<file path="config.mk">
export PLATFORM = sky130hd
export DESIGN_NAME = serial_adder
export DESIGN_NICKNAME = d
export VERILOG_FILES = /design/src/rtl/serial_adder_pkg.sv /design/src/rtl/serial_adder_full_adder.sv /design/src/rtl/serial_adder.sv
export SDC_FILE = /design/constraint.sdc
export NUM_CORES = 1
export LEC_CHECK = 0
export CAP_MARGIN = 5
export CORE_MARGIN = 4
export CORE_UTILIZATION = 43
export CTS_CLUSTER_SIZE = 30
export DETAILED_ROUTE_END_ITERATION = 10
export PLACE_DENSITY_LB_ADDON = 0.15
export SLEW_MARGIN = 25
export SYNTH_ARGS = -nofsm -noshare
export SYNTH_HDL_FRONTEND = slang
export SYNTH_SLANG_ARGS = --single-unit
export TNS_END_PERCENT = 5
</file>
<file path="constraint.sdc">
create_clock -name m_clock -period 1.15 [get_ports m_clock]
set_input_delay 0.23 -clock m_clock [delete_from_list [all_inputs] [get_ports m_clock]]
set_output_delay 0.23 -clock m_clock [all_outputs]
set_load 0.02 [all_outputs]
</file>
<file path="src/rtl/serial_adder_pkg.sv">
// ============================================================================
// serial_adder_pkg
// Shared types and helpers for the bit-serial adder/subtractor.
// Revision: 1.0
// ============================================================================
`default_nettype none

package serial_adder_pkg;

  typedef enum logic [1:0] {
    IDLE = 2'd0,
    RUN  = 2'd1,
    DONE = 2'd2
  } state_e;

  // Bit-counter width: enough to count 0..WIDTH-1, never narrower than one bit.
  function automatic int cnt_width(input int w);
    return (w > 1) ? $clog2(w) : 1;
  endfunction

endpackage

`default_nettype wire

</file>
<file path="src/rtl/serial_adder_full_adder.sv">
// ============================================================================
// full_adder
// One-bit full adder assembled from two half-adder cells and an OR gate.
// Revision: 1.0
// ============================================================================
`default_nettype none

module full_adder (
  input  logic a,
  input  logic b,
  input  logic ci,
  output logic s,
  output logic co
);

  logic w_ha0_s;
  logic w_ha0_c;
  logic w_ha1_c;

  assign w_ha0_s = a ^ b;
  assign w_ha0_c = a & b;

  assign s       = w_ha0_s ^ ci;
  assign w_ha1_c = w_ha0_s & ci;

  assign co      = w_ha0_c | w_ha1_c;

endmodule

`default_nettype wire

</file>
<file path="src/rtl/serial_adder.sv">
// ============================================================================
// serial_adder
// Bit-serial add/subtract, LSB first, one full-adder cell, WIDTH+1 cycles/op.
// Revision: 1.0
// ============================================================================
`default_nettype none

module serial_adder
  import serial_adder_pkg::*;
#(
  parameter int WIDTH = 8
) (
  input  logic             m_clock,
  input  logic             p_reset,
  input  logic             start,
  input  logic             sub,
  input  logic [WIDTH-1:0] a,
  input  logic [WIDTH-1:0] b,
  input  logic             cin,
  output logic             busy,
  output logic             done,
  output logic [WIDTH-1:0] s,
  output logic             cout,
  output logic             ovf
);

  localparam int CNT_W = cnt_width(WIDTH);
  localparam logic [CNT_W-1:0] C_LAST = CNT_W'(WIDTH - 1);

  state_e           state_q,  state_d;
  logic [CNT_W-1:0] cnt_q,    cnt_d;
  logic [WIDTH-1:0] a_q,      a_d;
  logic [WIDTH-1:0] b_q,      b_d;
  logic [WIDTH-1:0] result_q, result_d;
  logic             carry_q,  carry_d;
  logic             c_msb_q,  c_msb_d;

  logic             w_fa_s;
  logic             w_fa_co;
  logic [WIDTH-1:0] w_result_shift;

  full_adder u_full_adder (
    .a  (a_q[0]),
    .b  (b_q[0]),
    .ci (carry_q),
    .s  (w_fa_s),
    .co (w_fa_co)
  );

  // Sum bits enter at the MSB so after WIDTH shifts bit 0 lands at the LSB.
  generate
    if (WIDTH == 1) begin : g_res_w1
      assign w_result_shift = w_fa_s;
    end else begin : g_res_wn
      assign w_result_shift = {w_fa_s, result_q[WIDTH-1:1]};
    end
  endgenerate

  always_comb begin
    state_d  = state_q;
    cnt_d    = cnt_q;
    a_d      = a_q;
    b_d      = b_q;
    result_d = result_q;
    carry_d  = carry_q;
    c_msb_d  = c_msb_q;

    case (state_q)
      IDLE, DONE: begin
        if (start) begin
          a_d     = a;
          b_d     = sub ? ~b : b;
          carry_d = sub ? 1'b1 : cin;
          cnt_d   = '0;
          state_d = RUN;
        end else begin
          state_d = IDLE;
        end
      end
      RUN: begin
        result_d = w_result_shift;
        a_d      = a_q >> 1;
        b_d      = b_q >> 1;
        carry_d  = w_fa_co;
        cnt_d    = cnt_q + CNT_W'(1);
        if (cnt_q == C_LAST) begin
          c_msb_d = carry_q;
          state_d = DONE;
        end
      end
      default: state_d = IDLE;
    endcase
  end

  always_ff @(posedge m_clock) begin
    if (p_reset) begin
      state_q  <= IDLE;
      cnt_q    <= '0;
      a_q      <= '0;
      b_q      <= '0;
      result_q <= '0;
      carry_q  <= 1'b0;
      c_msb_q  <= 1'b0;
    end else begin
      state_q  <= state_d;
      cnt_q    <= cnt_d;
      a_q      <= a_d;
      b_q      <= b_d;
      result_q <= result_d;
      carry_q  <= carry_d;
      c_msb_q  <= c_msb_d;
    end
  end

  // Carry and c_msb are untouched outside RUN, so cout/ovf hold until next start.
  assign busy = (state_q == RUN);
  assign done = (state_q == DONE);
  assign s    = result_q;
  assign cout = carry_q;
  assign ovf  = c_msb_q ^ carry_q;

endmodule

`default_nettype wire

</file>
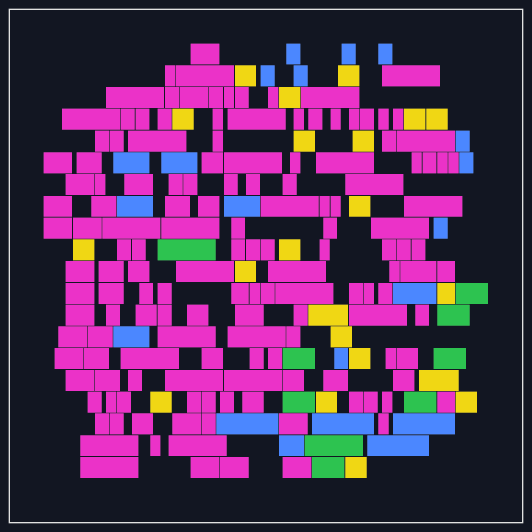
Fig. 1. Cell sizes after repair (run 1).
Scale: 8 px per µm.
[x3 and x4] yellow | cells: 21
[x1 and smaller] magenta | cells: 148
[x2] blue | cells: 20
[x6 and larger] green | cells: 9
Area Overhead vs Synth: 38.1%
Non-clk bufs: 50
final worst slack: -0.0933 ns
fin area: 1860 µm²

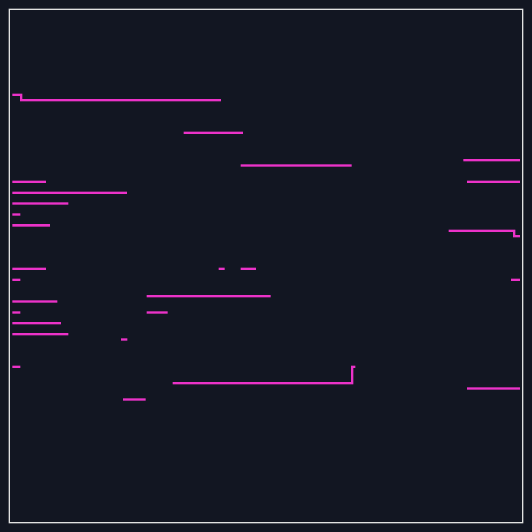
Fig. 2. Signal wires on met3 (run 1).
Scale: 8 px per µm.
main direction: horizontal
share of all routed wire: 6.0%
wire length on this layer: 177 µm
nets with wire on the layer: 22
longest straight run: 24.8 µm
Routed Wire Length: 2930 µm
met3 GRT Util: 0.0668
Via Count: 1221

==> flow_summary.yaml, run 1 <==
# synthesis and place-and-route metrics
final_layout:
  logic_gate_count: 108
  num-fill-cells: 270
  clk_share: 0.0269
  lay_top_count: "a21oi_1"
  inv_count: 1
  clkbuf_count: 7
outcome:
  outcome: "finished, violations left"
  violations: "negative setup slack"
critical_path:
  crit_start: "cout$_SDFFE_PP0P_"
  endpoint: "ovf"
  worstRegToRegCells: 4
  arrival_ns: 1.01
  critPathKind: "register to output port"
pwr:
  comb-power_uw: 428
  power.largest_group: "registers"
  power_uw: 2190
job:
  warnings: 28
clock_network:
  ctsResizeCount: 60
  insertion_delay_ns: 0.33
  htreeDepth: 2
  clkSlewWorstSetupHoldPaths_ns: 0.09
min_path:
  hold_end: "a_q[7]$_SDFFE_PP0P_"
  hp-class: "primary input to register"
  hold_path_depth: 3
  min_from: "a[7]"
place:
  dpl_cell_area_um2: 1770
  pre_cts_ws_ns: -0.350
  place.gp.congestion: 0.727
floorplanning:
  num_rows: 20
logic_synthesis:
  ys_sh_simple: 0.175
  synth.distinct_cells: 21
  topCellsByArea: "dfxtp_1 46%, a21oi_1 10%, a22oi_1 7.8%"
  adder_share: 0.0334
  syn_nets: 177
timing:
  max_freq_ghz: 0.804
  setup_slack_ns: -0.0933
  setup_viol: 9
global_route:
  grt_pass1_wl_um: 4960
drt:
  route.met2.wl_um: 1470
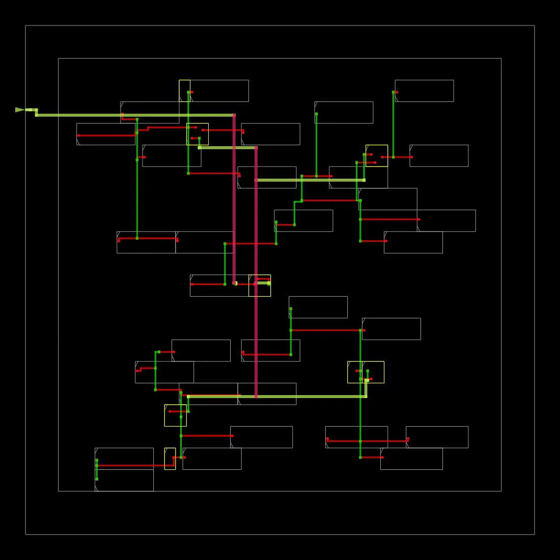
Fig. 3. The clock network (run 1).
registers: 31
clock-net power: 599 µW
clk_skew: 0.00694 ns

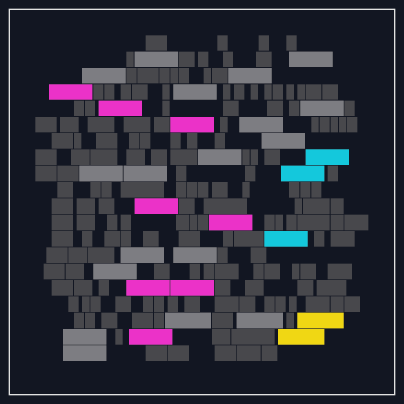
Fig. 4. Where the registers sit (run 1).
Scale: 6 px per µm. Other sequential cells in the stronger grey, the rest of the logic in the fainter grey.
[a_q] magenta | sequential cells: 8
[state_q] yellow | sequential cells: 2
[cnt_q] cyan | sequential cells: 3
not coloured: 18
utilization after layout: 0.614
Seq power: 1170 µW
flop share of the area: 0.336
FF+latch area: 626 µm²

Fig. 5: run 1, wire density map
Scale: 6 px per µm. 13 x 13 tiles, from black (low) to pale yellow (high), scaled to the fullest tile. Values are wire area over tile area, all layers added.
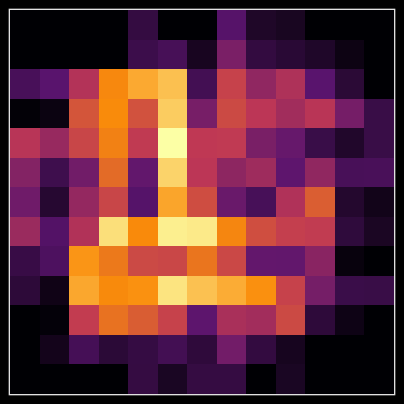

==> run 2: changes to the inputs <==
- CORE_ASPECT_RATIO: not set -> 0.7
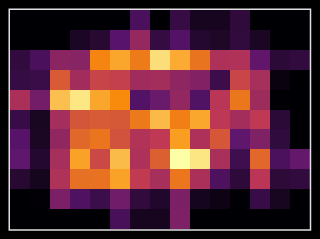
Fig. 6. Wire density map (run 2).
Scale: 4 px per µm. 15 x 11 tiles, from black (low) to pale yellow (high), scaled to the fullest tile. Values are wire area over tile area, all layers added.
nearly empty tiles: 21%
tiles over half the peak: 25%
fullest tile: 0.42
mean over tiles: 0.13
densest ninth of the die: centre
Routed Wire Length: 3340 µm
Via Count: 1267
GR Util All Layers: 0.178
drt wl/cell: 14.0 µm

==> run 2 against run 1 <==
The run still ends with negative setup slack left. Synthesized cell count unchanged. Synthesized area is the same. Via count up 3.8%. Hold slack worse by 0.063 ns. Combinational power rose by 12%. Clock-buffer cell count increased by 1. Cell count down 1.2%. Clock skew down 0.0020 ns. Sequential share of layout area shrank 2.4 points. Critical path depth grew 4. Critical endpoint is now b_q[3]$_SDFFE_PP0P_. Largest power group unchanged.
==> flow_summary.yaml, run 2 <==
# synthesis and place-and-route metrics
min_path:
  min_from: "start"
  hold_path_depth: 4
logic_synthesis:
  synth.distinct_cells: 21
  ys_sh_simple: 0.175
  syn_nets: 177
final_layout:
  num-fill-cells: 216
  logic_gate_count: 108
  areaGrowthSynthToFinish_pct: 49.0
  flops: 31
outcome:
  violations: "negative setup slack"
  outcome: "finished, violations left"
pwr:
  power.largest_group: "registers"
  powerSeq_uw: 1170
clock_network:
  htreeDepth: 2
  insertion_delay_ns: 0.28
  ctsResizeCount: 50
critical_path:
  worstRegToRegCells: 6
  critPathKind: "register to register"
place:
  dpl_cell_area_um2: 1810
timing:
  setup_slack_ns: -0.0133
  setup_viol: 5
Fig. 7: run 2, the clock network
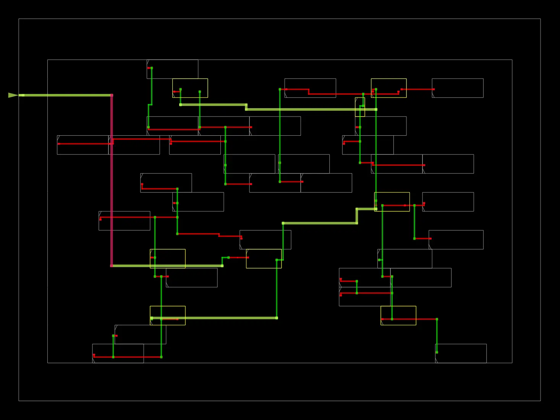

==> run 3: changes to the inputs <==
- GPL_TIMING_DRIVEN: not set -> 0
- SYNTH_HIERARCHICAL: not set -> 1
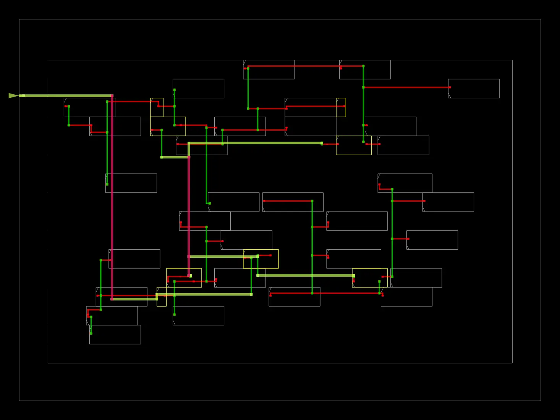
Fig. 8. The clock network (run 3).
Clock Sinks: 31
Worst-Skew Late Latency: 0.28 ns
CTS buffer count: 5
clock-net power: 807 µW
clk_skew: 0.00614 ns

==> run 3 against run 2 <==
The run still ends with negative setup slack left. Fmax down 6.4%. Largest cell class unchanged. Worst setup slack worse by 0.080 ns. Critical path type is now register to output port. Register-to-register slack worse by 0.08 ns.
==> flow_summary.yaml, run 3 <==
# synthesis and place-and-route metrics
timing:
  setup_slack_ns: -0.0933
  max_freq_ghz: 0.804
  setup_viol: 15
clock_network:
  htreeDepth: 2
  ctsResizeCount: 50
drt:
  wirelength_um: 3390
  route.met2.wl_um: 1580
  dr_total_vias: 1237
logic_synthesis:
  topCellsByArea: "dfxtp_1 46%, a21oi_1 10%, a22oi_1 7.8%"
  syn_nets: 176
  adder_share: 0.0334
  synth.cellmix.compoundShare: 0.194
  ys_sh_mux: 0
min_path:
  hold_end: "b_q[7]$_SDFFE_PP0P_"
  min_from: "sub"
  hold_path_depth: 4
final_layout:
  logic_gate_count: 107
  drive_gt1_frac: 0.251
  inv_count: 1
  num-fill-cells: 239
  clkbuf_count: 7
  buffers: 48
  finalInstanceArea_um2: 1880
  flops: 31
  areaGrowthSynthToFinish_pct: 39.2
  lay_top_count: "dfxtp_1"
  regArea_um2: 631
  clk_share: 0.0433
place:
  pre_cts_ws_ns: -0.537
  dpl_cell_area_um2: 1710
  place.gp.congestion: 0.808
global_route:
  grt_pass1_wl_um: 5300
  met3_usage: 0.0606
  grt.total_usage: 0.179
critical_path:
  worstRegToRegCells: 6
  endpoint: "busy"
  arrival_ns: 1.01
  crit_start: "state_q[1]$_SDFFE_PP0P_"
  critPathKind: "register to output port"
pwr:
  powerSeq_uw: 1180
  power_uw: 2450
  comb-power_uw: 466
  p_clk_frac: 0.329
  power.largest_group: "registers"
  combPwrFrac: 0.190
outcome:
  violations: "negative setup slack"
  outcome: "finished, violations left"
floorplanning:
  num_rows: 16
job:
  warnings: 28
  max-cap-violations: 0
Power is estimated from default activity; no workload was simulated.
